### src/rtl/fft_input_packer.sv
// fft_input_packer: serial-to-parallel front end of the FFT pipeline.
// Collects LANES consecutive complex samples into one parallel beat, pulses
// dout_valid for one cycle per beat and marks the first/last beat of each
// FRAME_LEN-sample frame.
// Optional feature macro: FFT_PACKER_FRAME_SYNC_EN adds in_sof (frame
// realignment input) and sync_err (misalignment pulse).
module fft_input_packer #(
    parameter int IN_WIDTH  = 11,
    parameter int LANES     = 16,
    parameter int FRAME_LEN = 512
) (
    input  logic                       clk,
    input  logic                       rst,
    input  logic                       in_valid,
    input  logic signed [IN_WIDTH-1:0] in_i,
    input  logic signed [IN_WIDTH-1:0] in_q,
`ifdef FFT_PACKER_FRAME_SYNC_EN
    input  logic                       in_sof,
    output logic                       sync_err,
`endif
    output logic                       dout_valid,
    output logic signed [IN_WIDTH-1:0] dout_i [0:LANES-1],
    output logic signed [IN_WIDTH-1:0] dout_q [0:LANES-1],
    output logic                       dout_sof,
    output logic                       dout_eof,
    output logic [$clog2(FRAME_LEN/LANES)-1:0] beat_idx
);

    localparam int BEATS  = FRAME_LEN / LANES;
    localparam int LANE_W = $clog2(LANES);
    localparam int BEAT_W = $clog2(BEATS);

    // Position counters
    logic [LANE_W-1:0] lane_cnt_q, lane_cnt_d;
    logic [BEAT_W-1:0] beat_cnt_q, beat_cnt_d;

    // Effective write position after any frame realignment
    logic [LANE_W-1:0] lane_sel_s;
    logic [BEAT_W-1:0] beat_sel_s;
    logic              sync_err_q, sync_err_d;

    // Staging for lanes 0..LANES-2; the last lane bypasses staging
    logic signed [IN_WIDTH-1:0] stage_i_q [0:LANES-2];
    logic signed [IN_WIDTH-1:0] stage_q_q [0:LANES-2];
    logic signed [IN_WIDTH-1:0] stage_i_d [0:LANES-2];
    logic signed [IN_WIDTH-1:0] stage_q_d [0:LANES-2];

    // Registered outputs
    logic signed [IN_WIDTH-1:0] dout_i_q [0:LANES-1];
    logic signed [IN_WIDTH-1:0] dout_q_q [0:LANES-1];
    logic signed [IN_WIDTH-1:0] dout_i_d [0:LANES-1];
    logic signed [IN_WIDTH-1:0] dout_q_d [0:LANES-1];
    logic              dout_valid_q, dout_valid_d;
    logic              dout_sof_q, dout_sof_d;
    logic              dout_eof_q, dout_eof_d;
    logic [BEAT_W-1:0] beat_idx_q, beat_idx_d;

    // Resolve where the incoming sample lands; an in_sof restarts at lane 0, beat 0
    always_comb begin
        lane_sel_s = lane_cnt_q;
        beat_sel_s = beat_cnt_q;
        sync_err_d = 1'b0;
`ifdef FFT_PACKER_FRAME_SYNC_EN
        if (in_valid && in_sof) begin
            lane_sel_s = LANE_W'(0);
            beat_sel_s = BEAT_W'(0);
            sync_err_d = (lane_cnt_q != LANE_W'(0)) || (beat_cnt_q != BEAT_W'(0));
        end else begin
            lane_sel_s = lane_cnt_q;
            beat_sel_s = beat_cnt_q;
            sync_err_d = 1'b0;
        end
`endif
    end

    // Next-state: stage samples, emit a beat when the last lane arrives
    always_comb begin
        lane_cnt_d   = lane_cnt_q;
        beat_cnt_d   = beat_cnt_q;
        dout_valid_d = 1'b0;
        dout_sof_d   = 1'b0;
        dout_eof_d   = 1'b0;
        beat_idx_d   = beat_idx_q;
        for (int k = 0; k < LANES - 1; k++) begin
            stage_i_d[k] = stage_i_q[k];
            stage_q_d[k] = stage_q_q[k];
        end
        for (int k = 0; k < LANES; k++) begin
            dout_i_d[k] = dout_i_q[k];
            dout_q_d[k] = dout_q_q[k];
        end

        if (in_valid) begin
            if (lane_sel_s == LANE_W'(LANES - 1)) begin
                for (int k = 0; k < LANES - 1; k++) begin
                    dout_i_d[k] = stage_i_q[k];
                    dout_q_d[k] = stage_q_q[k];
                end
                dout_i_d[LANES-1] = in_i;
                dout_q_d[LANES-1] = in_q;
                dout_valid_d      = 1'b1;
                beat_idx_d        = beat_sel_s;
                dout_sof_d        = (beat_sel_s == BEAT_W'(0));
                dout_eof_d        = (beat_sel_s == BEAT_W'(BEATS - 1));
                lane_cnt_d        = LANE_W'(0);
                if (beat_sel_s == BEAT_W'(BEATS - 1)) begin
                    beat_cnt_d = BEAT_W'(0);
                end else begin
                    beat_cnt_d = beat_sel_s + BEAT_W'(1);
                end
            end else begin
                for (int k = 0; k < LANES - 1; k++) begin
                    if (lane_sel_s == LANE_W'(k)) begin
                        stage_i_d[k] = in_i;
                        stage_q_d[k] = in_q;
                    end else begin
                        stage_i_d[k] = stage_i_q[k];
                        stage_q_d[k] = stage_q_q[k];
                    end
                end
                lane_cnt_d = lane_sel_s + LANE_W'(1);
                beat_cnt_d = beat_sel_s;
            end
        end else begin
            lane_cnt_d = lane_cnt_q;
            beat_cnt_d = beat_cnt_q;
        end
    end

    // State and output registers with synchronous reset
    always_ff @(posedge clk) begin
        if (rst) begin
            lane_cnt_q   <= LANE_W'(0);
            beat_cnt_q   <= BEAT_W'(0);
            sync_err_q   <= 1'b0;
            dout_valid_q <= 1'b0;
            dout_sof_q   <= 1'b0;
            dout_eof_q   <= 1'b0;
            beat_idx_q   <= BEAT_W'(0);
            for (int k = 0; k < LANES - 1; k++) begin
                stage_i_q[k] <= IN_WIDTH'(0);
                stage_q_q[k] <= IN_WIDTH'(0);
            end
            for (int k = 0; k < LANES; k++) begin
                dout_i_q[k] <= IN_WIDTH'(0);
                dout_q_q[k] <= IN_WIDTH'(0);
            end
        end else begin
            lane_cnt_q   <= lane_cnt_d;
            beat_cnt_q   <= beat_cnt_d;
            sync_err_q   <= sync_err_d;
            dout_valid_q <= dout_valid_d;
            dout_sof_q   <= dout_sof_d;
            dout_eof_q   <= dout_eof_d;
            beat_idx_q   <= beat_idx_d;
            for (int k = 0; k < LANES - 1; k++) begin
                stage_i_q[k] <= stage_i_d[k];
                stage_q_q[k] <= stage_q_d[k];
            end
            for (int k = 0; k < LANES; k++) begin
                dout_i_q[k] <= dout_i_d[k];
                dout_q_q[k] <= dout_q_d[k];
            end
        end
    end

    assign dout_valid = dout_valid_q;
    assign dout_sof   = dout_sof_q;
    assign dout_eof   = dout_eof_q;
    assign beat_idx   = beat_idx_q;
    assign dout_i     = dout_i_q;
    assign dout_q     = dout_q_q;
`ifdef FFT_PACKER_FRAME_SYNC_EN
    assign sync_err   = sync_err_q;
`endif

endmodule

### config.mk
export PLATFORM = sky130hd
export DESIGN_NAME = fft_input_packer
export DESIGN_NICKNAME = d
export VERILOG_FILES = /design/src/rtl/fft_input_packer.sv
export SDC_FILE = /design/constraint.sdc
export NUM_CORES = 1
export LEC_CHECK = 0
export ABC_CLOCK_PERIOD_IN_PS = 3000
export CORE_MARGIN = 4
export CORE_UTILIZATION = 40
export DETAILED_ROUTE_END_ITERATION = 8
export PLACE_DENSITY = 0.7
export REMOVE_ABC_BUFFERS = 1
export SLEW_MARGIN = 10
export SYNTH_ARGS = -nofsm -noshare
export SYNTH_HDL_FRONTEND = slang
export SYNTH_SLANG_ARGS = --single-unit
### constraint.sdc
create_clock -name clk -period 3 [get_ports clk]
set_input_delay 0.9 -clock clk [delete_from_list [all_inputs] [get_ports clk]]
set_output_delay 0.9 -clock clk [all_outputs]
set_load 0.01 [all_outputs]
==> results.py <==
# Generated from Yosys and OpenROAD reports
metrics = {
    "synth": {
        "ys_seq_share_pct": 59.7,
        "ys_cells": 2281,
        "xor_share_pct": 0.0748,
        "synthesis.area_um2": 23400,
        "flop_cell": "dfxtp_1",
        "synthTopCellsByArea": "dfxtp_1 (60%), a22o_1 (13%), nand2_1 (8.5%), a21oi_1 (5.7%), mux2i_1 (2.9%)",
        "synth_dominant_cell_count": "dfxtp_1",
        "yosys_area_um2": 23400,
        "async_flop_share_pct": 0,
    },
    "floorplanning": {
        "fp-utilization_pct": 40.5,
        "die_w_um": 250,
    },
    "global_route": {
        "antenna_found_initial": 3,
        "grt_max_degree": 155,
        "grt.overflow.total": 0,
    },
    "power_and_ir_drop": {
        "power.share.combinational_pct": 2.9,
        "vdd_ir_drop_max_mv": 0.449,
        "p_comb_uw": 555,
        "power_density_nw_per_um2": 633,
    },
    "clock_tree": {
        "cts_tree": "yes",
        "clock_path_buffers": 3,
        "cts.sinks": 699,
    },
    "hold_path": {
        "hold_start": "stage_q_q[0][67]$_SDFFE_PP0P_",
    },
    "setup_path": {
        "critPathKind": "reg -> out",
        "path_max_fanout": 2,
        "cp-end-kind": "output pin",
        "cp.depth": 1,
        "crit_buf_inv": 1,
    },
    "cells_and_area": {
        "num-nonclk-inverters": 4,
        "ff_count": 699,
        "largest_class": "flip-flops and latches",
        "regArea_um2": 14000,
        "final-nonclk-buf-share_pct": 15.2,
    },
    "sta": {
        "worst_slew_pin_slew_ps": 745,
        "hold_viol_final": 0,
        "rsz0062_at_grt": "no",
        "period_used_pct": 83.1,
    },
    "detailed_routing": {
        "routed-wl-met2_um": 34100,
        "drt.antenna.violating_nets": 0,
        "first_pass_iters": 5,
        "vias_per_cell": 5.29,
    },
    "placed_design": {
        "post-place-ws_ps": 195,
    },
    "status": {
        "status": "finished, final reports clean",
    },
}
### Drive-strength map

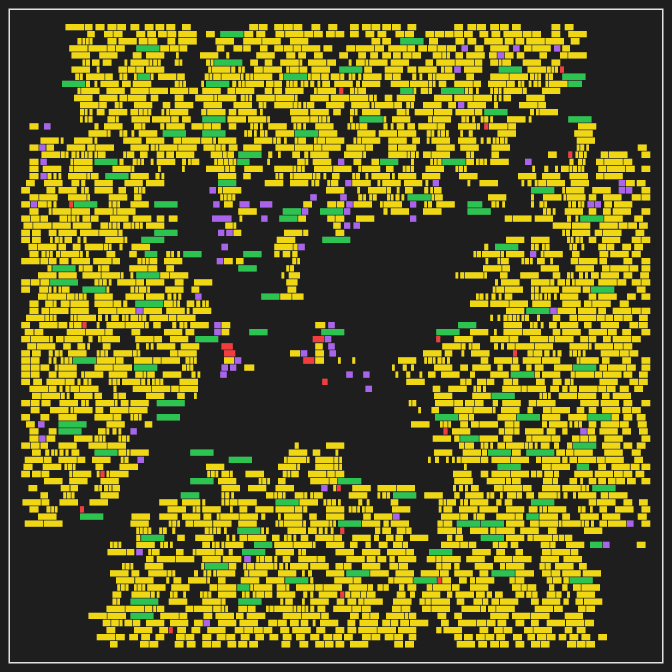
legend:
  yellow:
    size: _0 and _1 cells
    cells: 2,466
    share: 92%
    most_used: dfxtp_1
  red:
    size: _2 cells
    cells: 21
    share: 0.79%
    most_used: clkinv_2
  green:
    size: _6 and larger
    cells: 109
    share: 4.1%
    most_used: clkbuf_16
  purple:
    size: _3 and _4 cells
    cells: 70
    share: 2.6%
    most_used: buf_4
Buffers excl. clock: 462
P&R area growth vs syn: 29.2%

### Routed metal per tile

25 x 25 tiles, from dark blue (low) to red (high), scaled to the fullest tile. Values are wire area over tile area, all layers added.
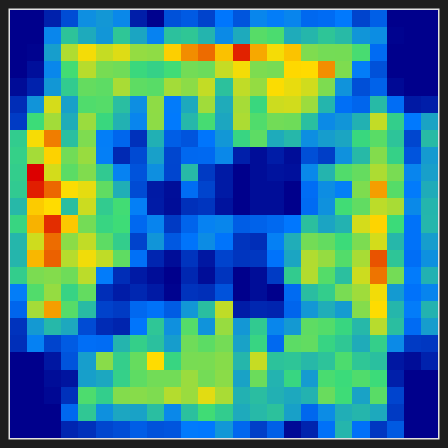
fullest tile: 0.52
tiles over half the peak: 30%
mean over tiles: 0.19
nearly empty tiles: 8.6%
emptiest ninth of the die: center
Avg WL per Cell: 21.0 µm
WL final: 72,200 µm
routed vias: 18,200

